Fig. 1: run 1, I/O pins on the die edge
Drawn at 4 px/um. Pins as bars across the die edge, other pins in grey.
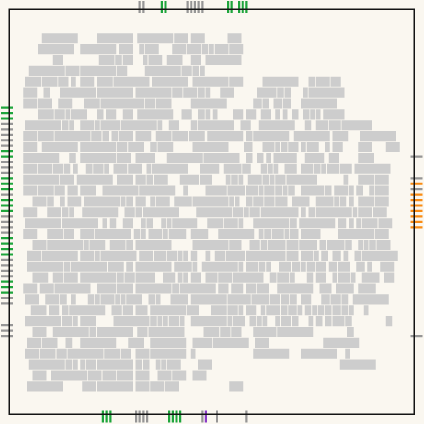
Fig. 2: run 1, clock nets
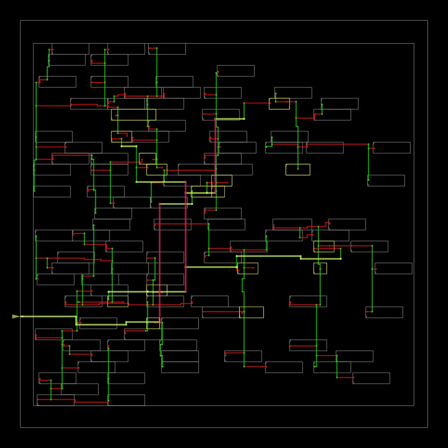
Fig. 3: run 1, the metal 4 layer
Drawn at 4 px/um. Supply wires on this layer in grey.
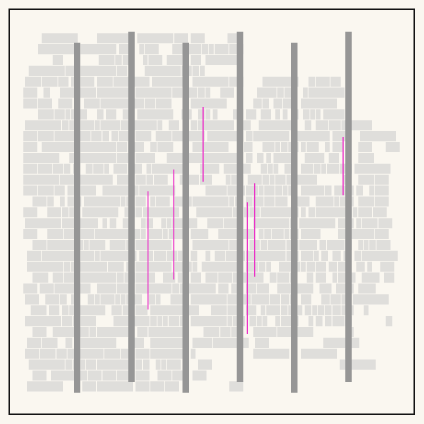
==> src/rtl/sync_fifo_pkg.sv <==
// Shared types and constants for the synchronous FIFO read-side engine.
package sync_fifo_pkg;

  typedef enum logic [1:0] {IDLE, BURST, DRAIN} fifo_rd_state_t;

  localparam int unsigned RD_BUF_DEPTH = 2;
  localparam int unsigned RD_BUF_CNT_W = $clog2(RD_BUF_DEPTH + 1);

endpackage

==> src/rtl/sync_fifo_skid_buffer.sv <==
// Two-entry in-order register buffer; absorbs the FIFO read latency so the
// reader can keep streaming while the consumer stalls.
module sync_fifo_skid_buffer
  import sync_fifo_pkg::*;
#(
  parameter int unsigned DATA_WIDTH = 32
) (
  input  logic                    clk_i,
  input  logic                    rst_n_i,
  input  logic                    wr_i,
  input  logic [DATA_WIDTH-1:0]   wr_data_i,
  input  logic                    pop_i,
  output logic [DATA_WIDTH-1:0]   head_o,
  output logic [RD_BUF_CNT_W-1:0] count_o
);

  logic [DATA_WIDTH-1:0]   head_q, head_d, tail_q, tail_d;
  logic [RD_BUF_CNT_W-1:0] count_q, count_d;

  // Head is always the oldest word; a pop shifts the tail forward.
  always_comb begin
    head_d  = head_q;
    tail_d  = tail_q;
    count_d = count_q;
    unique case ({wr_i, pop_i})
      2'b10: begin
        if (count_q == '0) head_d = wr_data_i;
        else               tail_d = wr_data_i;
        count_d = count_q + RD_BUF_CNT_W'(1);
      end
      2'b01: begin
        head_d  = tail_q;
        count_d = count_q - RD_BUF_CNT_W'(1);
      end
      2'b11: begin
        if (count_q == RD_BUF_CNT_W'(1)) begin
          head_d = wr_data_i;
        end else begin
          head_d = tail_q;
          tail_d = wr_data_i;
        end
      end
      default: begin
      end
    endcase
  end

  always_ff @(posedge clk_i or negedge rst_n_i) begin
    if (!rst_n_i) begin
      head_q  <= '0;
      tail_q  <= '0;
      count_q <= '0;
    end else begin
      head_q  <= head_d;
      tail_q  <= tail_d;
      count_q <= count_d;
    end
  end

  assign head_o  = head_q;
  assign count_o = count_q;

endmodule

==> src/rtl/sync_fifo_burst_reader.sv <==
// Burst read engine: pops len_i words from a sync_fifo and streams them out
// over valid/ready, one word per cycle when unthrottled.
module sync_fifo_burst_reader
  import sync_fifo_pkg::*;
#(
  parameter int unsigned DATA_WIDTH = 32,
  parameter int unsigned LEN_WIDTH  = 8
) (
  input  logic                  clk_i,
  input  logic                  rst_n_i,
  input  logic                  start_i,
  input  logic [LEN_WIDTH-1:0]  len_i,
  output logic                  busy_o,
  output logic                  done_o,
  output logic                  fifo_read_o,
  input  logic                  fifo_empty_i,
  input  logic [DATA_WIDTH-1:0] fifo_rd_data_i,
  output logic                  m_valid_o,
  output logic [DATA_WIDTH-1:0] m_data_o,
  input  logic                  m_ready_i
);

  localparam int unsigned OCC_W = RD_BUF_CNT_W + 1;

  fifo_rd_state_t          state_q, state_d;
  logic [LEN_WIDTH-1:0]    len_q, len_d;
  logic [LEN_WIDTH-1:0]    issued_q, issued_d;
  logic [LEN_WIDTH-1:0]    delivered_q, delivered_d;
  logic                    inflight_q;
  logic                    done_q, done_d;
  logic [RD_BUF_CNT_W-1:0] buf_count;
  logic [OCC_W-1:0]        occupancy_c;
  logic                    pop_c, space_c, read_c;

  // A read is allowed only if its word is guaranteed a buffer slot on arrival.
  assign pop_c       = m_valid_o & m_ready_i;
  assign occupancy_c = OCC_W'(buf_count) + OCC_W'(inflight_q);
  assign space_c     = occupancy_c < (OCC_W'(RD_BUF_DEPTH) + OCC_W'(pop_c));
  assign read_c      = (state_q == BURST) && !fifo_empty_i &&
                       (issued_q < len_q) && space_c;

  always_comb begin
    state_d     = state_q;
    len_d       = len_q;
    issued_d    = issued_q;
    delivered_d = delivered_q;
    done_d      = 1'b0;
    unique case (state_q)
      IDLE: begin
        if (start_i) begin
          if (len_i != '0) begin
            len_d       = len_i;
            issued_d    = '0;
            delivered_d = '0;
            state_d     = BURST;
          end else begin
            done_d = 1'b1;
          end
        end
      end
      BURST: begin
        if (read_c) issued_d = issued_q + LEN_WIDTH'(1);
        if (pop_c)  delivered_d = delivered_q + LEN_WIDTH'(1);
        if (read_c && (issued_q + LEN_WIDTH'(1) == len_q)) state_d = DRAIN;
      end
      DRAIN: begin
        if (pop_c) begin
          delivered_d = delivered_q + LEN_WIDTH'(1);
          if (delivered_q + LEN_WIDTH'(1) == len_q) begin
            state_d = IDLE;
            done_d  = 1'b1;
          end
        end
      end
      default: state_d = IDLE;
    endcase
  end

  always_ff @(posedge clk_i or negedge rst_n_i) begin
    if (!rst_n_i) begin
      state_q     <= IDLE;
      len_q       <= '0;
      issued_q    <= '0;
      delivered_q <= '0;
      inflight_q  <= 1'b0;
      done_q      <= 1'b0;
    end else begin
      state_q     <= state_d;
      len_q       <= len_d;
      issued_q    <= issued_d;
      delivered_q <= delivered_d;
      inflight_q  <= read_c;
      done_q      <= done_d;
    end
  end

  sync_fifo_skid_buffer #(
    .DATA_WIDTH(DATA_WIDTH)
  ) u_skid (
    .clk_i    (clk_i),
    .rst_n_i  (rst_n_i),
    .wr_i     (inflight_q),
    .wr_data_i(fifo_rd_data_i),
    .pop_i    (pop_c),
    .head_o   (m_data_o),
    .count_o  (buf_count)
  );

  assign m_valid_o   = (buf_count != '0);
  assign busy_o      = (state_q != IDLE);
  assign done_o      = done_q;
  assign fifo_read_o = read_c;

endmodule

==> config.mk <==
export PLATFORM = sky130hd
export DESIGN_NAME = sync_fifo_burst_reader
export DESIGN_NICKNAME = d
export VERILOG_FILES = /design/src/rtl/sync_fifo_pkg.sv /design/src/rtl/sync_fifo_skid_buffer.sv /design/src/rtl/sync_fifo_burst_reader.sv
export SDC_FILE = /design/constraint.sdc
export NUM_CORES = 1
export LEC_CHECK = 0
export CORE_MARGIN = 3
export CORE_UTILIZATION = 53
export DETAILED_ROUTE_END_ITERATION = 8
export GPL_TIMING_DRIVEN = 0
export PLACE_DENSITY = 0.91
export RECOVER_POWER = 50
export SYNTH_ARGS = -nofsm -noshare
export SYNTH_HDL_FRONTEND = slang
export SYNTH_SLANG_ARGS = --single-unit
==> constraint.sdc <==
create_clock -name clk_i -period 2.5 [get_ports clk_i]
set_input_delay 0.625 -clock clk_i [delete_from_list [all_inputs] [get_ports clk_i]]
set_output_delay 0.625 -clock clk_i [all_outputs]
set_load 0.01 [all_outputs]
==> impl_metrics.py, run 1 <==
# Physical implementation metrics
metrics = {
    "run_status": {
        "status": "finished, violations left",
        "violations": "negative setup slack",
    },
    "critical_path": {
        "worstSetupPathType": "register to primary output",
        "crit_start": "u_skid.count_o[0]",
        "max_stage_delay_ps": 410,
        "worstPathArrival_ps": 1970,
        "crit_path_max_fanout": 3,
        "end_kind": "primary output",
        "crit_buf_inv": 2,
        "critPathTopFamily": "flip-flops",
        "cp-start-kind": "register",
    },
    "pwr": {
        "seqPwrFrac_pct": 36.5,
        "switching_share_pct": 39.0,
        "p_int_mw": 4.38,
        "p_comb_mw": 3.44,
        "pwr-share-comb_pct": 47.9,
        "powerDensity_nw_per_um2": 1170,
        "finalPower_mw": 7.18,
        "ir_drop_mv": 0.653,
        "clk-power_mw": 1.12,
        "switchingPower_mw": 2.80,
    },
    "routing": {
        "wire_per_inst_um": 17.5,
        "wirelength_um": 11700,
        "met2_length_um": 5990,
        "met1_length_um": 4650,
        "dr.pass1.iters": 4,
        "met3WireLength_um": 880,
        "drc_errors": 0,
    },
    "final_layout": {
        "finalCoreUtilization_pct": 72.3,
        "fin_area_um2": 6120,
        "most-common-layout-cells": "93 x dfrtp_1, 78 x clkdlybuf4s50_1, 60 x nand2_1, 58 x o21ai_0",
        "nNetsFinal": 623,
        "antennaDiodeCount": 0,
        "area_growth_pct": 28.2,
    },
    "grt": {
        "grtUsageMet2_pct": 40.9,
        "grt-busiest-layer": "met2",
        "grt_use_met1_pct": 27.7,
        "grt_pass1_wl_um": 18900,
        "met3_usage_pct": 7.20,
        "grt_pass1_vias": 3954,
        "overflow": 0,
        "grt_usage_pct": 23.2,
    },
    "yosys": {
        "synth_area_leader_cell": "dfrtp_1",
        "yosysChipArea_um2": 4770,
        "avgSynthCellArea_um2": 10.5,
        "mux_share_pct": 7.99,
        "ys_warn_count": 0,
        "yosys.area_share.adder_pct": 5.24,
        "synth_seq_share_pct": 49.3,
        "xor_area_share_pct": 3.49,
        "yosysCellCount": 453,
        "netlist_top_cells_area": "dfrtp_1 49%, mux2_2 7.8%, o21ai_0 6.3%, ha_1 5.2%, a22oi_1 5.2%",
        "common_cells": "94 x dfrtp_1, 60 x nand2_1, 60 x o21ai_0",
        "synth_area_um2": 4770,
        "syn-num-nets": 518,
        "numSynthFlops": 94,
        "syn_inst": 453,
        "postSynth.asyncResetShare_pct": 100,
        "yosysTopAreaCellShare_pct": 49.3,
        "ys_top_logic_family": "AND-OR/OR-AND gates",
    },
    "clock_network": {
        "cts_setup_buffers": 3,
        "cts_tree": "yes",
        "path_clk_slew_ps": 100,
        "clock_path_buffers": 2,
        "worst_skew_pair.late_latency_ps": 380,
        "cts-resized-gates": 11,
        "cts.root.buffer_cell": "clkbuf_8",
        "htree_levels": 3,
    },
    "die": {
        "die_h_um": 101,
        "dieWidth_um": 101,
        "fp_util_pct": 56.4,
    },
    "placed_design": {
        "hpwl_um": 8340,
        "placed_area_um2": 5730,
        "io_buffers": 80,
    },
    "sta": {
        "min_period_ps": 2600,
        "setup_tns_ps": -97.6,
        "hold_viol_final": 0,
        "fin_ws_ps": -97.6,
        "final-setup-viol-count": 1,
        "worstMarginPinSlew_ps": 1220,
        "fmax_ghz": 0.385,
        "relSlewSlack_pct": 18.7,
        "slew_viol_final": 0,
    },
    "min_path": {
        "worstHoldPathType": "primary input to asynchronous set/reset pin",
    },
}
About Fig. 1:
legend:
  len_i:
    colour: orange
    pins: 8
    direction: input
    edge: east
  m_ready_i:
    colour: purple
    pins: 1
    direction: input
    edge: south
  m_data_o:
    colour: green
    pins: 32
    direction: output
    edge: 18 west, 7 north, 7 south

About Fig. 2:
clock tree sinks: 94
cts bufs inserted: 9
number of flip-flops and latches: 94
Worst Clk Skew: 15.0 ps
clkbuf count: 9

About Fig. 3:
wire length on this layer: 145 um
main direction: vertical
share of all routed wire: 1.2%

==> run 1: path summary, 6_finish.rpt <==
check,to,depth (start not counted),slack [ps]
worst max-delay path,fifo_read_o,7,-100
worst min-delay path,issued_q[1],1,390
worst max register to register,u_skid.head_o[23],10,90
worst min register to register,u_skid.head_o[25],2,490
max in group asynchronous,state_q[0],2,360
min in group clk_i,u_skid.head_o[25],2,490
==> run 1: layout make-up <==
cell class                 instances  area (um^2)
buffer                            20          106
clock buffer                       9          124
clock inverter                     7          100
fill                             541         2350
inverter                          21         78.8
multi-input combinational        318         2320
sequential                        94         2350
tap                              105          131
timing repair buffer              94          903
Fig. 4: run 1, M3 wires
Drawn at 4 px/um.
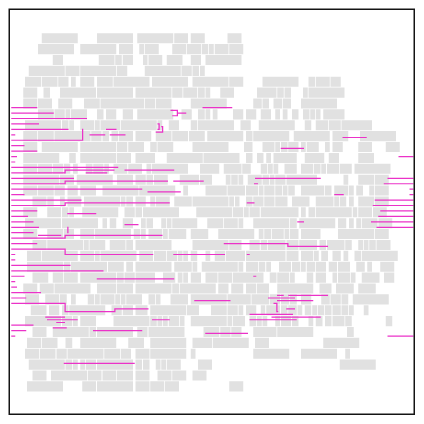

==> run 2: changes to the inputs <==
Settings changed: CORE_UTILIZATION 53 to 54, PLACE_DENSITY 0.91 to 0.79, SYNTH_HIERARCHICAL set to 1.
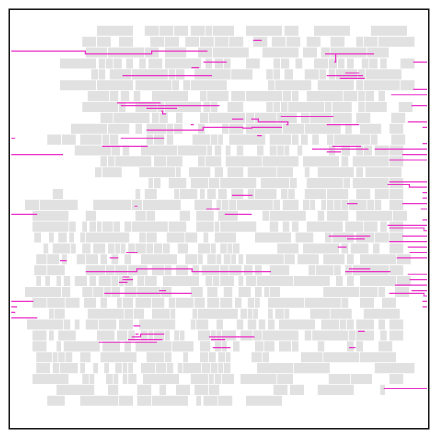
Fig. 5. M3 wires (run 2).
Drawn at 4 px/um.
main direction: horizontal
nets with wire on the layer: 79
longest straight run: 24.4 um

==> run 2 against run 1 <==
Against the previous run:
- the run ends with max-capacitance violations, max-slew violations, negative setup slack left
- critical endpoint unchanged
- register-to-register slack improved by 80 ps
- clock-buffer cell count rose by 1
- setup slack better by 94 ps
- largest power group unchanged
- sequential power rose by 2%
- synthesized cell count is 13% higher
- power grew 9.1%
- sequential share of layout area is 2.6 points lower
==> impl_metrics.py, run 2 <==
# Physical implementation metrics
metrics = {
    "critical_path": {
        "worstPathArrival_ps": 1880,
        "max_stage_delay_ps": 510,
        "crit_path_max_fanout": 3,
        "worstSetupPathDepth": 6,
        "r2r_setup_slack_ps": 170,
        "cp-start-kind": "primary input",
        "worstRegToRegCells": 8,
        "worstSetupPathType": "primary input to primary output",
        "crit_end": "fifo_read_o",
        "crit_start": "m_ready_i",
        "r2r-end": "state_q[0]",
        "critPathTopFamily": "buffers and inverters",
        "end_kind": "primary output",
    },
    "clock_network": {
        "path_clk_slew_ps": 90,
        "htree_levels": 3,
        "cts_tree": "yes",
        "cts_buffers": 9,
        "clkSinkCount": 94,
        "worst_skew_pair.late_latency_ps": 370,
        "clock_path_buffers": 2,
        "cts.root.buffer_cell": "clkbuf_8",
    },
    "final_layout": {
        "fin_area_um2": 6580,
        "clock_area_share_pct": 3.16,
        "finalCoreUtilization_pct": 70.6,
        "num-nonclk-buffers": 129,
        "combAreaFraction_pct": 39.8,
        "regArea_um2": 2360,
        "logic_gate_count": 358,
        "flops": 94,
        "dominant_cells": "multi-input combinational cells",
        "drive_above_1_share_pct": 20.0,
        "buf_share_pct": 17.5,
        "seq_area_share_pct": 35.9,
        "num-nonclk-inverters": 23,
        "nNetsFinal": 681,
        "comb_area_um2": 2620,
        "most-common-layout-cells": "88 x dfrtp_1, 64 x clkdlybuf4s50_1, 45 x nand3_1, 44 x o21ai_0, 38 x a21oi_1",
        "area_growth_pct": 25.7,
    },
    "yosys": {
        "xor_area_share_pct": 3.34,
        "netlist_top_cells_area": "dfrtp_1 45%, mux2_4 8.6%, ha_1 5.0%, nand3_1 4.5%, o21ai_0 4.3%",
        "syn-num-nets": 577,
        "postSynth.asyncResetShare_pct": 100,
        "synth_area_leader_cell": "dfrtp_1",
        "yosysTopAreaCellShare_pct": 44.9,
        "syn_inst": 511,
        "common_cells": "94 x dfrtp_1, 47 x nand3_1, 45 x o21ai_0",
        "yosys.area_share.adder_pct": 5.02,
        "numSynthFlops": 94,
        "yosysChipArea_um2": 5240,
        "avgSynthCellArea_um2": 10.2,
        "synth_area_um2": 5240,
        "mux_share_pct": 9.44,
    },
    "placed_design": {
        "io_buffers": 80,
        "placed_area_um2": 6220,
        "hpwl_um": 9000,
    },
    "die": {
        "fp_util_pct": 56.2,
        "dieWidth_um": 104,
    },
    "sta": {
        "setup_tns_ps": -3.40,
        "slew_viol_final": 26,
        "fmax_ghz": 0.399,
        "finalClockSkew_ps": 10.4,
        "fin_ws_ps": -3.40,
        "relSlewSlack_pct": -1.21,
        "min_period_ps": 2500,
        "hold_viol_final": 0,
        "worstMarginPinSlew_ps": 1520,
        "final-setup-viol-count": 1,
    },
    "pwr": {
        "ir_drop_mv": 0.581,
        "powerDensity_nw_per_um2": 1190,
        "finalPower_mw": 7.83,
    },
    "min_path": {
        "whs_path_depth": 1,
        "worstHoldPathType": "register to register",
        "hold-path-endpoint": "u_skid/tail_q[27]",
    },
    "routing": {
        "wirelength_um": 12900,
        "drc_errors": 0,
        "dr.pass1.iters": 5,
        "wire_per_inst_um": 17.2,
    },
    "grt": {
        "grt_pass1_vias": 4463,
        "overflow": 0,
        "grt_pass1_wl_um": 21800,
    },
    "job": {
        "maxCapViolations": 1,
    },
    "run_status": {
        "status": "finished, violations left",
        "violations": "max-capacitance violations, max-slew violations, negative setup slack",
    },
}
[run 2: layer usage]
layer	global-route usage (%)	share of wire (%)	wire (um)	vias up
li1	-	-	-	2059
met1	32.3	42	5410	2164
met2	40.5	52	6660	145
met3	5.40	5.1	662	13
met4	6.55	1.1	140	0
met5	0	0	0	-
[run 2: repair_timing]
| action | 4_1_cts | 5_1_grt |
|---|---|---|
| pin swaps | 1 | 3 |
| endpoints found under the setup margin | 7 | 33 |
| resized | 7 | 23 |
| buffers inserted | 3 | 10 |
| endpoints found under the hold margin | 0 | 0 |
[run 2: power breakdown]
| part | total (mW) | internal, mW | switching [mW] |
|---|---|---|---|
| clock network | 1.05 | 0.496 | 0.558 |
| registers | 2.66 | 2.22 | 0.443 |
| logic | 4.12 | 2.08 | 2.04 |
Power and IR drop assume default switching activity.
